[src/rtl/serial_adder_pkg.sv]
// rtl/serial_adder_pkg.sv - shared types and defaults for the bit-serial adder
package serial_adder_pkg;

  localparam int DEFAULT_WIDTH = 8;

  typedef enum logic [1:0] {
    IDLE = 2'd0,
    BUSY = 2'd1,
    DONE = 2'd2
  } state_t;

endpackage

[src/rtl/serial_adder_if.sv]
// rtl/serial_adder_if.sv - start/ready request and result bundle of the serial adder
interface serial_adder_if #(
  parameter int WIDTH = serial_adder_pkg::DEFAULT_WIDTH
);

  logic             start;
  logic [WIDTH-1:0] a;
  logic [WIDTH-1:0] b;
  logic             cin;
  logic             ready;
  logic             busy;
  logic             done;
  logic [WIDTH-1:0] sum;
  logic             cout;

  modport master (
    output start, a, b, cin,
    input  ready, busy, done, sum, cout
  );

  modport slave (
    input  start, a, b, cin,
    output ready, busy, done, sum, cout
  );

endinterface

[src/rtl/full_adder.sv]
// rtl/full_adder.sv - one-bit combinational full adder cell
module full_adder (
  input  logic a,
  input  logic b,
  input  logic cin,
  output logic sum,
  output logic cout
);

  assign sum  = a ^ b ^ cin;
  assign cout = (a & b) | (cin & (a ^ b));

endmodule

[src/rtl/serial_adder.sv]
// rtl/serial_adder.sv - LSB-first bit-serial adder around a single full-adder cell
module serial_adder
  import serial_adder_pkg::*;
#(
  parameter int WIDTH = DEFAULT_WIDTH
) (
  input  logic          clk,
  input  logic          rst_n,
  serial_adder_if.slave bus
);

  localparam int CNT_W = $clog2(WIDTH + 1);
  localparam logic [CNT_W-1:0] LAST_CNT = CNT_W'(WIDTH - 1);

  state_t           state;
  state_t           state_nxt;
  logic [WIDTH-1:0] a_sh;
  logic [WIDTH-1:0] b_sh;
  logic [WIDTH-1:0] res_sh;
  logic [WIDTH-1:0] res_nxt;
  logic [WIDTH-1:0] sum_q;
  logic             carry;
  logic             cout_q;
  logic [CNT_W-1:0] cnt;
  logic             fa_s;
  logic             fa_c;
  logic             accept;
  logic             last;

  assign accept = (state != BUSY) && bus.start;
  assign last   = (state == BUSY) && (cnt == LAST_CNT);

  full_adder u_fa (
    .a    (a_sh[0]),
    .b    (b_sh[0]),
    .cin  (carry),
    .sum  (fa_s),
    .cout (fa_c)
  );

  // Result bits arrive LSB first, so each new bit enters at the MSB end.
  generate
    if (WIDTH == 1) begin : g_res_w1
      assign res_nxt = fa_s;
    end else begin : g_res_wn
      assign res_nxt = {fa_s, res_sh[WIDTH-1:1]};
    end
  endgenerate

  always_ff @(posedge clk or negedge rst_n) begin
    if (!rst_n) begin
      state <= IDLE;
    end else begin
      state <= state_nxt;
    end
  end

  always_comb begin
    state_nxt = state;
    case (state)
      IDLE:    if (bus.start) state_nxt = BUSY;
      BUSY:    if (last)      state_nxt = DONE;
      DONE:    state_nxt = bus.start ? BUSY : IDLE;
      default: state_nxt = IDLE;
    endcase
  end

  always_ff @(posedge clk or negedge rst_n) begin
    if (!rst_n) begin
      a_sh   <= '0;
      b_sh   <= '0;
      res_sh <= '0;
      carry  <= 1'b0;
      cnt    <= '0;
      sum_q  <= '0;
      cout_q <= 1'b0;
    end else if (accept) begin
      a_sh   <= bus.a;
      b_sh   <= bus.b;
      carry  <= bus.cin;
      cnt    <= '0;
    end else if (state == BUSY) begin
      a_sh   <= a_sh >> 1;
      b_sh   <= b_sh >> 1;
      res_sh <= res_nxt;
      carry  <= fa_c;
      cnt    <= cnt + CNT_W'(1);
      // Published results stay frozen until the final bit is produced.
      if (last) begin
        sum_q  <= res_nxt;
        cout_q <= fa_c;
      end
    end
  end

  assign bus.ready = (state != BUSY);
  assign bus.busy  = (state == BUSY);
  assign bus.done  = (state == DONE);
  assign bus.sum   = sum_q;
  assign bus.cout  = cout_q;

endmodule

[src/flat_wrapper.sv]
// flat-port wrapper written by rule: the top's interface ports become plain ports
module serial_adder_flat import serial_adder_pkg::*;
#(
  parameter int WIDTH = DEFAULT_WIDTH
)
  (clk, rst_n, bus_start, bus_a, bus_b, bus_cin, bus_ready, bus_busy, bus_done, bus_sum, bus_cout);
  serial_adder_if #(.WIDTH(WIDTH)) bus_i ();
  input  logic clk;
  input  logic rst_n;
  input wire logic [$bits(bus_i.start)-1:0] bus_start;
  input wire logic [$bits(bus_i.a)-1:0] bus_a;
  input wire logic [$bits(bus_i.b)-1:0] bus_b;
  input wire logic [$bits(bus_i.cin)-1:0] bus_cin;
  output wire logic [$bits(bus_i.ready)-1:0] bus_ready;
  output wire logic [$bits(bus_i.busy)-1:0] bus_busy;
  output wire logic [$bits(bus_i.done)-1:0] bus_done;
  output wire logic [$bits(bus_i.sum)-1:0] bus_sum;
  output wire logic [$bits(bus_i.cout)-1:0] bus_cout;
  assign bus_i.start = bus_start;
  assign bus_i.a = bus_a;
  assign bus_i.b = bus_b;
  assign bus_i.cin = bus_cin;
  assign bus_ready = bus_i.ready;
  assign bus_busy = bus_i.busy;
  assign bus_done = bus_i.done;
  assign bus_sum = bus_i.sum;
  assign bus_cout = bus_i.cout;
  serial_adder #(.WIDTH(WIDTH)) u_core (.clk(clk), .rst_n(rst_n), .bus(bus_i));
endmodule
[config.mk]
export PLATFORM = sky130hd
export DESIGN_NAME = serial_adder_flat
export DESIGN_NICKNAME = d
export VERILOG_FILES = /design/src/rtl/serial_adder_pkg.sv /design/src/rtl/serial_adder_if.sv /design/src/rtl/full_adder.sv /design/src/rtl/serial_adder.sv /design/src/flat_wrapper.sv
export SDC_FILE = /design/constraint.sdc
export NUM_CORES = 1
export LEC_CHECK = 0
export ABC_AREA = 1
export CORE_UTILIZATION = 51
export CTS_BUF_LIST = sky130_fd_sc_hd__clkbuf_8 sky130_fd_sc_hd__clkbuf_16
export CTS_CLUSTER_DIAMETER = 50
export DETAILED_ROUTE_END_ITERATION = 6
export HOLD_SLACK_MARGIN = 0.08
export PLACE_DENSITY = 0.78
export RECOVER_POWER = 100
export SLEW_MARGIN = 20
export SYNTH_ARGS = -nofsm -noshare
export SYNTH_HDL_FRONTEND = slang
export SYNTH_SLANG_ARGS = --single-unit
export TNS_END_PERCENT = 10
[constraint.sdc]
create_clock -name clk -period 1.6 [get_ports clk]
set_input_delay 0.48 -clock clk [delete_from_list [all_inputs] [get_ports clk]]
set_output_delay 0.48 -clock clk [all_outputs]
set_load 0.05 [all_outputs]
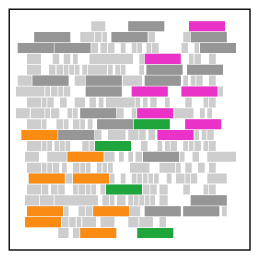
**Above:** run 1 (sequential cells grouped by signal name).
Scale: 4 px per um. Other sequential cells in the stronger grey, the rest of the logic in the fainter grey.
| colour | netlist name | placed flops |
|---|---|---|
| orange | u_core.a_sh | 8 |
| magenta | u_core.res_sh | 7 |
| green | u_core.cnt | 4 |
not coloured: 20

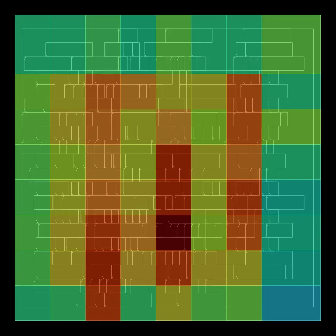
**Above:** run 1 (routing congestion map).
Core Util, Final: 0.691
Routed WL per cell: 13.2 um
busiest grt layer: met2
GR Layer Usage met2: 0.402
global-route total usage across every layer: 0.232

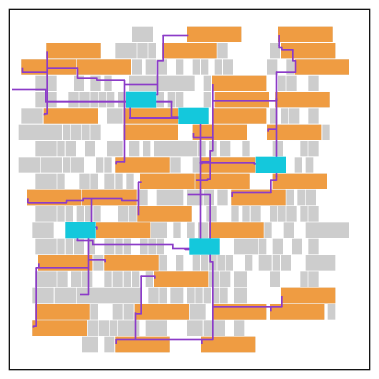
**Above:** run 1 (clock network drawn from the DEF).
Scale: 6 px per um.
[cyan] cells driving clock nets | count: 5
[purple] clock wires | length: 394 um
[orange] flip-flops | count: 39
flops lie: all over the die

run 1: state kept, by name, summed over array words and instances (netlist names):
register and cells:
u_core.a_sh 8, u_core.b_sh 8, u_core.bus.sum 8, u_core.res_sh 7, u_core.cnt 4, u_core.state 2
u_core.bus.cout 1, u_core.carry 1
run 1: repair_timing:
action,CTS,global route
gates cloned,0,0
gates resized,1,0
endpoints found under the setup margin,4,2
run 1: power groups by stage:
stage	Combinational [mW]	Clock (mW)	Sequential, mW
3_5_place_dp	2.33	0	1.75
4_1_cts	2.37	0.980	1.74
3_3_place_gp	2.25	0	1.73
2_1_floorplan	1.11	0	2.02
5_1_grt	2.07	1.02	1.73
6_report	1.88	0.965	1.68
run 1: synth_stat cells:
cell	instances
buf_2	3
nor2_2	1
nand2_2	2
o22ai_1	1
buf_4	1
inv_1	12
o21ai_0	8
a21oi_1	2
nor2_4	2
fa_1	1
buf_8	1
dfrtp_1	39
nand2_1	67
o21ai_2	7
ha_1	1
clkbuf_1	1
clkinv_1	1
buf_6	2
nor2_1	4
nand3_1	31
inv_2	1
run 1: worst reg2reg max path, stage by stage (launching register included):
cell,delay [ns]
dfrtp_1,0.40
ha_1,0.19
nand2_1,0.08
nor2_1,0.15
nand2_2,0.21
nand2_1,0.13
o21ai_0,0.11
run 1: kinds of logic after synthesis:
group	after synthesis	share of synthesized area
flops	39	0.572
compound gates	18	0.0690
simple gates	107	0.271
fa+ha+maj	2	0.0191
buf+inv	22	0.0682
run 1: how the worst max path moves through the flow:
stage | start | endpoint | slack [ns] | cells after the start
after floorplan | u_core.state[1]$_DFFE_PN0P_ | bus_done | 0.03 | 2
after global placement | bus_start | u_core.b_sh[3]$_DFFE_PN0P_ | -0.19 | 4
after detailed placement | bus_start | u_core.cnt[2]$_DFFE_PN0P_ | -0.29 | 4
after CTS | u_core.state[0]$_DFFE_PN0P_ | bus_busy | -0.04 | 3
after global routing | u_core.state[0]$_DFFE_PN0P_ | bus_busy | -0.08 | 3
final | u_core.state[1]$_DFFE_PN0P_ | bus_done | -0.04 | 3
run 1: cells in the final DEF (no fill, tap or decap):
| cell type | instances |
|---|---|
| o21ai_0 | 15 |
| nand2_1 | 67 |
| clkinvlp_4 | 1 |
| clkbuf_1 | 1 |
| clkinv_1 | 1 |
| nor2_1 | 4 |
| clkbuf_8 | 6 |
| inv_2 | 1 |
| nor2_2 | 2 |
| buf_12 | 2 |
| nand3_1 | 31 |
| bufinv_16 | 2 |
| clkdlybuf4s50_1 | 17 |
| a21oi_1 | 2 |
| dlygate4sd3_1 | 1 |
| fa_1 | 1 |
| inv_1 | 12 |
| buf_4 | 5 |
| dfrtp_1 | 39 |
| o22ai_1 | 1 |
| clkbuf_2 | 12 |
| nor2_4 | 1 |
| clkbuf_4 | 1 |
| nand2_2 | 2 |
| ha_1 | 1 |
run 1: metal layers:
layer / share of wire / GRT usage / vias up
met1: 0.41 / 0.287 / 631
li1: - / - / 675
met4: 0.010 / 0.0498 / 0
met2: 0.52 / 0.402 / 49
met5: 0 / 0 / -
met3: 0.060 / 0.0693 / 5
==> results.yml, run 1 <==
# yosys + openroad results
status:
  outcome: "finished with violations"
  violations: "negative setup slack"
floorplanning:
  die.size.x_um: 59.8
  fp_util: 0.550
synth:
  yosysUniqueCellTypes: 21
  synth.yosys.num_cells: 188
finish:
  layout-drive-gt1-share: 0.154
  final_area_um2: 2140
  antennaDiodeCount: 0
  fillerInstances: 275
  instances_no_fill: 272
  syn2layout_area_growth_pct: 25.8
sta:
  holdWs_ns: 0.296
  fin_tns_setup_ns: -0.0735
  finalSetupViolations: 2
  worst_setup_slack_final_ns: -0.0375
placement:
  placed_cells_incl_taps: 264
clocking:
  cts_setup_buffers: 0
  clk_pin_slew_ns: 0.08
  cts_hold_buffers: 0
flow_run:
  tool_warnings: 28
drt:
  first_pass_iters: 4
  routed_via_density: 5.00
critical_path:
  crit-reg2reg-capture: "u_core.bus.sum[3]$_DFFE_PN0P_"
  r2r_setup_slack_ns: 0.19
  cp_top_family: "flip-flops"
  cp.required_ns: 1.12
  reg2reg_depth: 6
global_routing:
  grt_start_max_net_pins: 23
--- run 2 (diff from run 1) ---
--- a/config.mk
+++ b/config.mk
@@ -16,5 +16,6 @@
 export SLEW_MARGIN = 20
 export SYNTH_ARGS = -nofsm -noshare
 export SYNTH_HDL_FRONTEND = slang
+export SYNTH_HIERARCHICAL = 1
 export SYNTH_SLANG_ARGS = --single-unit
 export TNS_END_PERCENT = 10
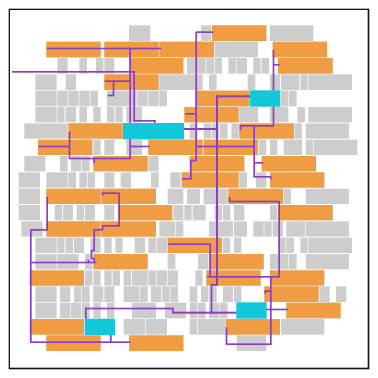
**Above:** run 2 (clock network drawn from the DEF).
Scale: 6 px per um.
[orange] flip-flops | count: 39
[purple] clock wires | length: 414 um
[cyan] cells driving clock nets | count: 5
routed clock nets: 6

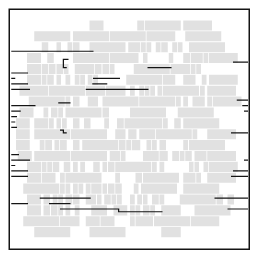
**Above:** run 2 (M3 wires).
Scale: 4 px per um. Cells faint in the background.
share of all routed wire: 5.3%
main direction: horizontal
nets with wire on the layer: 33
wire length on this layer: 178 um
longest straight run: 20.2 um

==> run 2 against run 1 <==
Effect of this change: the flow now finishes without violations; sequential cell count stayed put; area after synthesis is 0.73% lower; clock skew is 0.0022 ns lower; global-route usage hardly changed; combinational power is about 20% higher; largest power group unchanged.
==> results.yml, run 2 <==
# yosys + openroad results
finish:
  utilization: 0.729
  layout-drive-gt1-share: 0.184
  layout.cells.most_common: "nand2_1"
  syn2layout_area_growth_pct: 33.7
  antennaDiodeCount: 0
sta:
  finalSetupViolations: 0
  fin_tns_setup_ns: 0
  final-max-slew-violation-count: 0
  holdWs_ns: 0.416
synth:
  aoi_share: 0.0695
  yosys_most_used_dff: "dfrtp_1"
  synth.mux.area_fraction: 0
  area_share_of_fa_ha_maj_cells_after_synthesis: 0.0192
  netlist_area_um2: 1690
  post_synth_xor_area_fraction: 0
  async_reset_ff_frac: 1.00
  simple_gate_area_frac: 0.268
  yosysMostFrequentCell: "nand2_1"
  most_frequent_cells_after_synthesis: "66 x nand2_1, 39 x dfrtp_1, 31 x nand3_1, 12 x inv_1, 10 x o21ai_0"
  yosysUniqueCellTypes: 15
  synth.yosys.num_cells: 185
  synth-edff-count: 0
  main_combinational_cell_family_by_area_after_synthesis: "simple AND/OR/NAND/NOR gates"
critical_path:
  cp.required_ns: 1.12
  worstSetupEndpointType: "output port"
  worst_ep_arrival_time_ns: 1.10
  cp_top_family: "flip-flops"
global_routing:
  track_usage: 0.232
  grt_start_max_net_pins: 40
  grt_first_pass_wirelength_um: 5930
clocking:
  cts_hold_buffers: 0
  clk_pin_slew_ns: 0.07
flow_run:
  tool_warnings: 28
floorplanning:
  die.size.x_um: 59.6
  fp_util: 0.546
status:
  outcome: "complete, no violations"
drt:
  first_pass_iters: 4
  routed_via_density: 5.03
  post_drt_wl_per_cell_um: 12.6
run 2: cell types whose count changed after synthesis, sizes merged:
| cell | before | now |
|---|---|---|
| o21ai | 15 | 17 |
| clkbuf | 1 | 0 |
| nor2 | 7 | 6 |
| clkinv | 1 | 0 |
| a21oi | 2 | 0 |
| buf | 7 | 8 |
| nand2 | 69 | 68 |
run 2: worst register-to-register path, delay by kind of cell (launching register included):
family / cells / cell delay [ns]
buffers and inverters: 1 / 0.12
and+or+nand+nor: 5 / 0.57
DFF: 1 / 0.41
adders and majority gates: 1 / 0.22
run 2: per-layer routing:
| layer | wire (um) | GRT usage |
|---|---|---|
| met1 | 1450 | 0.283 |
| met2 | 1680 | 0.382 |
| met3 | 178 | 0.0721 |
| met4 | 45 | 0.0963 |
| met5 | 0 | 0 |
run 2: final timing paths:
kind / to / start / slack (ns) / depth (start not counted)
max: bus_busy / u_core/state[0]$_DFFE_PN0P_ / 0.02 / 3
min: u_core/bus.sum[3]$_DFFE_PN0P_ / rst_n / 0.42 / 2
max reg2reg: u_core/bus.sum[0]$_DFFE_PN0P_ / u_core/cnt[0]$_DFFE_PN0P_ / 0.18 / 7
min reg2reg: u_core/bus.sum[0]$_DFFE_PN0P_ / u_core/res_sh[1]$_DFFE_PN0P_ / 0.49 / 2
max in group asynchronous: u_core/state[0]$_DFFE_PN0P_ / rst_n / 0.53 / 2
min in group clk: u_core/bus.sum[0]$_DFFE_PN0P_ / u_core/res_sh[1]$_DFFE_PN0P_ / 0.49 / 2
run 2: what timing repair did:
action,4_1_cts,5_1_grt
endpoints found under the setup margin,2,6
pin swaps,0,0
setup buffers,0,0
resized,0,4
endpoints found under the hold margin,0,0
run 2: final cells by class:
| class | instances | area, um^2 |
|---|---|---|
| fillers | 247 | 840 |
| multi-input cells | 125 | 611 |
| well taps | 44 | 55.1 |
| clock buffers | 7 | 96.3 |
| flip-flops and latches | 39 | 977 |
| inverters | 13 | 48.8 |
| clock inverters | 1 | 3.75 |
| repair buffers | 38 | 472 |
run 2: cells by family after synthesis:
| kind of cell | after synthesis |
|---|---|
| compound gates | 18 |
| flops | 39 |
| simple gates | 105 |
| fa+ha+maj | 2 |
| buf+inv | 21 |
run 2: power groups by stage:
stage	logic [mW]	clock network, mW	registers (mW)
2_1_floorplan	1.04	0	2.03
3_3_place_gp	2.20	0	1.73
3_5_place_dp	2.27	0	1.75
4_1_cts	2.27	0.726	1.74
5_1_grt	2.45	0.759	1.81
6_report	2.26	0.702	1.75
run 2: per-stage QoR:
| step | cell area [um^2] | worst slack, ns | cells |
|---|---|---|---|
| after floorplan | 1690 | 0.0342 | 185 |
| after global placement | 2160 | 0.0344 | 259 |
| after detailed placement | 2160 | 0.000311 | 259 |
| after CTS | 2260 | -0.0259 | 267 |
| after global routing | 2260 | -0.0319 | 267 |
| final | 2260 | 0.0244 | 267 |
--- run 3 (diff from run 2) ---
--- a/config.mk
+++ b/config.mk
@@ -5,13 +5,12 @@
 export SDC_FILE = /design/constraint.sdc
 export NUM_CORES = 1
 export LEC_CHECK = 0
-export ABC_AREA = 1
-export CORE_UTILIZATION = 51
+export CORE_UTILIZATION = 50
 export CTS_BUF_LIST = sky130_fd_sc_hd__clkbuf_8 sky130_fd_sc_hd__clkbuf_16
 export CTS_CLUSTER_DIAMETER = 50
 export DETAILED_ROUTE_END_ITERATION = 6
 export HOLD_SLACK_MARGIN = 0.08
-export PLACE_DENSITY = 0.78
+export PLACE_DENSITY = 0.89
 export RECOVER_POWER = 100
 export SLEW_MARGIN = 20
 export SYNTH_ARGS = -nofsm -noshare
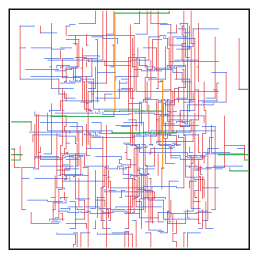
**Above:** run 3 (signal wires by layer).
Scale: 4 px per um.
| colour | layer | wire length |
|---|---|---|
| red | met2 | 1640 um |
| green | met3 | 83.5 um |
| blue | met1 | 1300 um |
| orange | met4 | 46.2 um |

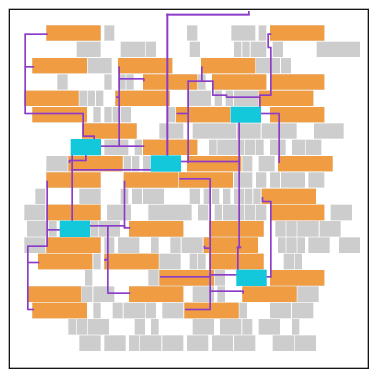
**Above:** run 3 (clock network drawn from the DEF).
Scale: 6 px per um.
[orange] flip-flops | count: 39
[cyan] cells driving clock nets | count: 5
[purple] clock wires | length: 379 um
routed clock nets: 6

==> run 3 against run 2 <==
Effect of this change: clock skew rose by 0.0012 ns; highest routed layer unchanged; first-iteration DRC count is 56% lower; routed wire length is 8.6% lower; hold slack got worse by 0.014 ns; final area fell by 7.7%; largest power group unchanged; power shrank 15%.
==> results.yml, run 3 <==
# yosys + openroad results
finish:
  final_layout_top_logic_cells: "40 x nand2_1, 39 x dfrtp_1, 20 x o21ai_0"
  utilization: 0.673
  multi_input_comb_area_um2: 643
  layout-drive-gt1-share: 0.207
  layout.cells.most_common: "nand2_1"
  syn2layout_area_growth_pct: 25.9
  area.sequential_um2: 976
  final_area_um2: 2090
  antennaDiodeCount: 0
  fillerInstances: 244
placement:
  placement.cell_area_um2: 2140
  place_ws_ns: -0.0752
drt:
  post_drt_wl_per_cell_um: 13.5
  routed_via_density: 5.04
  route.antenna.remaining_nets: 0
  first_pass_iters: 4
global_routing:
  grt_start_max_net_pins: 44
  grt_first_pass_wirelength_um: 5190
  antenna_found_initial: 0
  track_usage: 0.204
critical_path:
  startpoint_type: "flip-flop"
  cp.required_ns: 1.12
  worstSetupEndpointType: "output port"
  crit-reg2reg-capture: "u_core/bus.cout$_DFFE_PN0P_"
  reg2reg_depth: 5
  timing.rr.start: "u_core/cnt[0]$_DFFE_PN0P_"
  timing.critical_path.from: "u_core/state[1]$_DFFE_PN0P_"
status:
  outcome: "complete, no violations"
synth:
  most_frequent_cells_after_synthesis: "40 x nand2_1, 39 x dfrtp_1, 20 x o21ai_0, 18 x mux2i_1, 10 x mux2_2"
  yosysUniqueCellTypes: 18
  netlist_area_um2: 1660
  async_reset_ff_frac: 1.00
  yosys_most_used_dff: "dfrtp_1"
  synth.yosys.num_cells: 148
sta:
  fin_tns_setup_ns: 0
  finalSetupViolations: 0
  rsz0062_at_grt: "true"
  worst_setup_slack_final_ns: 0.00435
flow_run:
  tool_warnings: 29
clocking:
  cts_hold_buffers: 0
  clk_pin_slew_ns: 0.07
floorplanning:
  fp_util: 0.535
  die.size.x_um: 59.6
==> run 3: what timing repair did <==
action,CTS,global route
hold endpoints to repair,0,0
setup endpoints to repair,2,3
gates resized,3,1
buffers inserted,1,0
==> run 3: kinds of logic (layout without fill, tap and decap cells) <==
family	after synthesis	count (layout)	share of synthesized area
AND-OR/OR-AND	20	20	0.0603
XOR/XNOR	1	1	0.00528
adder cells (fa/ha/maj)	2	2	0.0196
buffers and inverters	10	46	0.0287
flip-flops	39	39	0.588
multiplexers	28	28	0.176
AND/OR/NAND/NOR	48	48	0.121
==> run 3: per-layer routing <==
metal | part of all wire | global-route usage | vias to the layer above
met4 | 0.015 | 0.0930 | 0
met1 | 0.42 | 0.251 | 563
met2 | 0.53 | 0.347 | 18
met3 | 0.027 | 0.0393 | 5
met5 | 0 | 0 | -
li1 | - | - | 563
==> run 3: stage by stage <==
stage | std cells | hold slack [ns]
2_1_floorplan | 148 | 0.184
3_3_place_gp | 221 | 0.456
3_5_place_dp | 221 | 0.474
4_1_cts | 228 | 0.250
5_1_grt | 228 | 0.504
6_report | 228 | 0.402
==> run 3: layout make-up <==
| cell class | count | area share |
|---|---|---|
| clock buffer | 5 | 0.0329 |
| clock inverter | 1 | 0.00180 |
| inverter | 2 | 0.00359 |
| multi-input combinational | 99 | 0.308 |
| sequential | 39 | 0.467 |
| tap | 44 | 0.0263 |
| timing repair buffer | 38 | 0.160 |
==> run 3: how the worst min path moves through the flow <==
stage                                             from                           end  slack [ns]  cells past startpoint
final                                            rst_n    u_core/b_sh[6]$_DFFE_PN0P_        0.40                      2
after global routing                             rst_n    u_core/a_sh[1]$_DFFE_PN0P_        0.50                      2
after CTS                                        rst_n    u_core/b_sh[6]$_DFFE_PN0P_        0.25                      2
after detailed placement    u_core/b_sh[6]$_DFFE_PN0P_    u_core/b_sh[5]$_DFFE_PN0P_        0.47                      2
after global placement    u_core/res_sh[1]$_DFFE_PN0P_  u_core/res_sh[1]$_DFFE_PN0P_        0.46                      2
after floorplan                                  rst_n    u_core/a_sh[0]$_DFFE_PN0P_        0.18                      0
==> run 3: power breakdown <==
group / internal (mW) / switching, mW / total, mW
Clock: 0.283 / 0.284 / 0.567
Sequential: 1.41 / 0.267 / 1.68
Combinational: 0.643 / 1.14 / 1.78
==> run 3: critical path: stages (launching register included) <==
cell	delay (ns)
dfrtp_1	0.38
nand2b_4	0.17
buf_6	0.15
buf_12	0.14
Power figures rest on the tool's default switching activity, not on a simulated workload.
